<file path="src/rtl/uart_pkg.sv">
// Shared types and default limits for the UART transmit arbiter.
package uart_pkg;

    // Arbiter FSM states.
    typedef enum logic [1:0] {
        IDLE = 2'd0,
        LOAD = 2'd1,
        SEND = 2'd2,
        GAP  = 2'd3
    } state_t;

    // One UART byte.
    typedef logic [7:0] byte_t;

    // Default limits.
    localparam int DEF_GAP_CYCLES = 16;
    localparam int DEF_STALL_MAX  = 1023;
    localparam int DEF_MAX_LEN    = 255;

endpackage

</file>
<file path="src/rtl/uart_tx_arbiter_rr_pick.sv">
// Round-robin winner select: first valid requester at or after ptr, wrapping.
module rr_pick #(
    parameter int N  = 4,
    parameter int PW = $clog2(N)
) (
    input  logic [N-1:0]  valid,
    input  logic [PW-1:0] ptr,
    output logic [N-1:0]  pick,
    output logic          found
);

    // Walk the requesters starting at ptr; the first valid one wins.
    always_comb begin
        logic [PW-1:0] j;
        pick  = '0;
        found = 1'b0;
        j     = '0;
        for (int k = 0; k < N; k++) begin
            j = PW'((int'(ptr) + k) % N);
            if (!found && valid[j]) begin
                found   = 1'b1;
                pick[j] = 1'b1;
            end
        end
    end

endmodule

</file>
<file path="src/rtl/uart_tx_arbiter.sv">
// Shares one UART byte transmitter among N message sources, one whole
// message at a time, round-robin, with an idle gap and stall/length aborts.
module uart_tx_arbiter
    import uart_pkg::*;
#(
    parameter int N          = 4,
    parameter int GAP_CYCLES = DEF_GAP_CYCLES,
    parameter int STALL_MAX  = DEF_STALL_MAX,
    parameter int MAX_LEN    = DEF_MAX_LEN
) (
    input  logic           clk,
    input  logic           rst,
    input  logic [N-1:0]   req_valid,
    input  logic [8*N-1:0] req_data,
    input  logic [N-1:0]   req_last,
    output logic [N-1:0]   req_ready,
    output byte_t          word,
    output logic           connection_status,
    input  logic           transmit_ready,
    output logic [N-1:0]   grant,
    output logic           busy,
    output logic           err_stall,
    output logic           err_len
);

    localparam int PW = $clog2(N);
    localparam int LW = $clog2(MAX_LEN + 1);
    localparam int SW = $clog2(STALL_MAX + 1);
    localparam int GW = $clog2(GAP_CYCLES + 1);

    state_t        state, nstate;
    logic [PW-1:0] ptr, ptr_next;
    logic [LW-1:0] byte_cnt;
    logic [SW-1:0] stall_cnt;
    logic [GW-1:0] gap_cnt;
    logic          last_q;

    logic [N-1:0]  pick;
    logic          found;
    logic          sel_valid, sel_last;
    byte_t         sel_data;
    logic          abort_stall, abort_len;
    logic          cs_d, busy_d;

    rr_pick #(.N(N), .PW(PW)) u_pick (
        .valid (req_valid),
        .ptr   (ptr),
        .pick  (pick),
        .found (found)
    );

    // Route the owner's request lines and compute the pointer past the owner.
    always_comb begin
        sel_valid = 1'b0;
        sel_last  = 1'b0;
        sel_data  = '0;
        ptr_next  = ptr;
        for (int i = 0; i < N; i++) begin
            if (grant[i]) begin
                sel_valid = req_valid[i];
                sel_last  = req_last[i];
                sel_data  = req_data[8*i +: 8];
                ptr_next  = PW'((i + 1) % N);
            end
        end
    end

    // State register.
    always_ff @(posedge clk) begin
        if (!rst) state <= IDLE;
        else      state <= nstate;
    end

    // Next-state logic; abort flags mark the two error exits.
    always_comb begin
        nstate      = state;
        abort_stall = 1'b0;
        abort_len   = 1'b0;
        case (state)
            IDLE: if (found) nstate = LOAD;
            LOAD: begin
                if (sel_valid) begin
                    nstate = SEND;
                end else if (stall_cnt == SW'(STALL_MAX - 1)) begin
                    nstate      = GAP;
                    abort_stall = 1'b1;
                end
            end
            SEND: begin
                // last byte wins over the length limit
                if (transmit_ready) begin
                    if (last_q) begin
                        nstate = GAP;
                    end else if (byte_cnt == LW'(MAX_LEN)) begin
                        nstate    = GAP;
                        abort_len = 1'b1;
                    end else begin
                        nstate = LOAD;
                    end
                end
            end
            GAP:  if (gap_cnt == GW'(GAP_CYCLES - 1)) nstate = IDLE;
            default: nstate = IDLE;
        endcase
    end

    // Output decode from the next state, registered below so outputs are flops.
    always_comb begin
        cs_d   = (nstate == SEND);
        busy_d = (nstate != IDLE);
    end

    // Datapath: grant, byte latch, counters, pointer and registered outputs.
    always_ff @(posedge clk) begin
        if (!rst) begin
            word              <= '0;
            connection_status <= 1'b0;
            grant             <= '0;
            req_ready         <= '0;
            busy              <= 1'b0;
            err_stall         <= 1'b0;
            err_len           <= 1'b0;
            ptr               <= '0;
            byte_cnt          <= '0;
            stall_cnt         <= '0;
            gap_cnt           <= '0;
            last_q            <= 1'b0;
        end else begin
            req_ready         <= '0;
            err_stall         <= abort_stall;
            err_len           <= abort_len;
            connection_status <= cs_d;
            busy              <= busy_d;
            case (state)
                IDLE: begin
                    if (found) begin
                        grant     <= pick;
                        byte_cnt  <= '0;
                        stall_cnt <= '0;
                    end
                end
                LOAD: begin
                    if (sel_valid) begin
                        word      <= sel_data;
                        last_q    <= sel_last;
                        req_ready <= grant;
                        byte_cnt  <= byte_cnt + LW'(1);
                        stall_cnt <= '0;
                    end else begin
                        stall_cnt <= abort_stall ? '0 : stall_cnt + SW'(1);
                    end
                end
                GAP: begin
                    gap_cnt <= (nstate == IDLE) ? '0 : gap_cnt + GW'(1);
                end
                default: ;
            endcase
            // Entering the gap releases the owner and advances the pointer.
            if (nstate == GAP && state != GAP) begin
                grant   <= '0;
                ptr     <= ptr_next;
                gap_cnt <= '0;
            end
        end
    end

endmodule

</file>
<file path="config.mk">
export PLATFORM = sky130hd
export DESIGN_NAME = uart_tx_arbiter
export DESIGN_NICKNAME = d
export VERILOG_FILES = /design/src/rtl/uart_pkg.sv /design/src/rtl/uart_tx_arbiter_rr_pick.sv /design/src/rtl/uart_tx_arbiter.sv
export SDC_FILE = /design/constraint.sdc
export NUM_CORES = 1
export LEC_CHECK = 0
export ABC_AREA = 0
export CORE_ASPECT_RATIO = 1.2
export CORE_MARGIN = 2
export CORE_UTILIZATION = 51
export CTS_CLUSTER_SIZE = 30
export DETAILED_ROUTE_END_ITERATION = 10
export PLACE_DENSITY = 0.87
export SLEW_MARGIN = 20
export SYNTH_ARGS = -nofsm -noshare
export SYNTH_HDL_FRONTEND = slang
export SYNTH_HIERARCHICAL = 1
export SYNTH_SLANG_ARGS = --single-unit
</file>
<file path="constraint.sdc">
create_clock -name clk -period 3.4 [get_ports clk]
set_clock_uncertainty 0.2 [all_clocks]
set_input_delay 0.68 -clock clk [delete_from_list [all_inputs] [get_ports clk]]
set_output_delay 0.68 -clock clk [all_outputs]
set_load 0.02 [all_outputs]
</file>
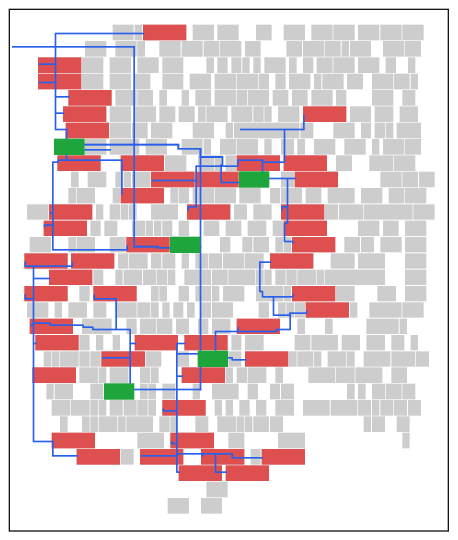
(images/clock_map.png)
(6 px per um)
red -> flip-flops  # count 48
blue -> clock wires  # length 539 um
green -> cells driving clock nets  # count 5
routed clock nets = 6
Late-Pin Clk Latency: 300 ps
Clock Power Share: 0.253
Clk. pwr: 444 uW

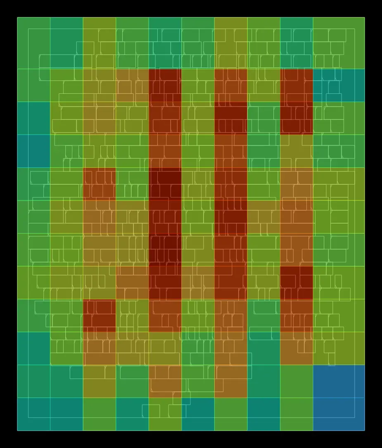
(images/final_congestion.png)
final core occ: 0.6647
routed wire length per instance: 15.79 um
gr usage total: 0.2372
met1 GRT Util: 0.2984
met3 Usage GRT: 0.03256

==> run_results.csv <==
group,metric,value,unit
pwr,ir_worst_vdd,479.1,uV
worst_setup_path,critPathCaptureType,"flop",
cells_and_area,fin_nets,463,
clocking,hold_buffers,0,
detailed_routing,wl_met3,238,um
clocking,cts_resized,0,
yosys,yosysWarnings,6,
detailed_routing,dr_total_vias,2791,
timing,slew_headroom,0.4069,
clocking,tritoncts.num_buffers,5,
timing,finalSetupViolations,0,
floorplan,dieArea,6324,um2
yosys,postSynthCellCount,350,
placed_design,gp_congestion,0.8663,
floorplan,rows,30,
detailed_routing,drc,0,
detailed_routing,wl_met1,3230,um
global_routing,antenna_found_initial,0,
clocking,htree_levels,2,
worst_setup_path,startpoint_type,"input pin",
worst_setup_path,crit_required,3380,ps
placed_design,hpwl,5678,um
run_status,outcome,"finished clean",
worst_setup_path,slowest_stage,"or4_1",
cells_and_area,final_cell_mix,"62 x clkdlybuf4s50_1, 48 x dfxtp_1, 41 x nor2_1, 38 x nand2_1, 20 x a21oi_1",
## power by group
| part | total [mW] | leakage (nW) | switching, mW | internal (mW) |
|---|---|---|---|---|
| Combinational | 0.637 | 0.959 | 0.354 | 0.283 |
| Clock | 0.444 | 0.0645 | 0.184 | 0.259 |
| Sequential | 0.675 | 0.389 | 0.0642 | 0.610 |
| Total | 1.75 | 1.41 | 0.602 | 1.15 |
## flip-flops by register name (all words and copies together), names as in the netlist
signal,count
last_q,1
connection_status,1
busy,1
err_stall,1
word,8
state,2
stall_cnt,10
gap_cnt,5
grant,4
req_ready,4
byte_cnt,8
ptr,2
err_len,1
## path summary, 6_finish.rpt
kind	slack [ps]	end	cells past startpoint	start
max reg2reg	850	ptr[0]	7	byte_cnt[0]
max	480	gap_cnt[3]	7	req_valid[2]
min reg2reg	300	word[4]	1	word[4]
min	300	word[4]	1	word[4]
## cells by family after synthesis
family                     count (synthesis)  share of synthesized area
and+or+nand+nor                          145                     0.2535
muxes                                     13                    0.05034
AOI/OAI and AO/OA                         91                     0.2362
buffers and inverters                     30                    0.04604
adders and majority gates                 11                    0.04733
DFF                                       48                     0.3305
xor gates and xnor gates                  12                    0.03614
## routing by layer
| layer | track usage | vias up |
|---|---|---|
| li1 | - | 1390 |
| met1 | 0.2984 | 1328 |
| met2 | 0.4140 | 61 |
| met3 | 0.03256 | 12 |
| met4 | 0.07744 | 0 |
| met5 | 0 | - |
## area by class of cell
cell class | instances | area [um2]
fillers | 483 | 1876
multi-input cells | 272 | 1813
flip-flops and latches | 48 | 960.9
repair buffers | 73 | 703.2
clock buffers | 7 | 96.34
well taps | 64 | 80.08
inverters | 9 | 33.78
clock inverters | 1 | 30.03
Power is estimated from default activity; no workload was simulated.
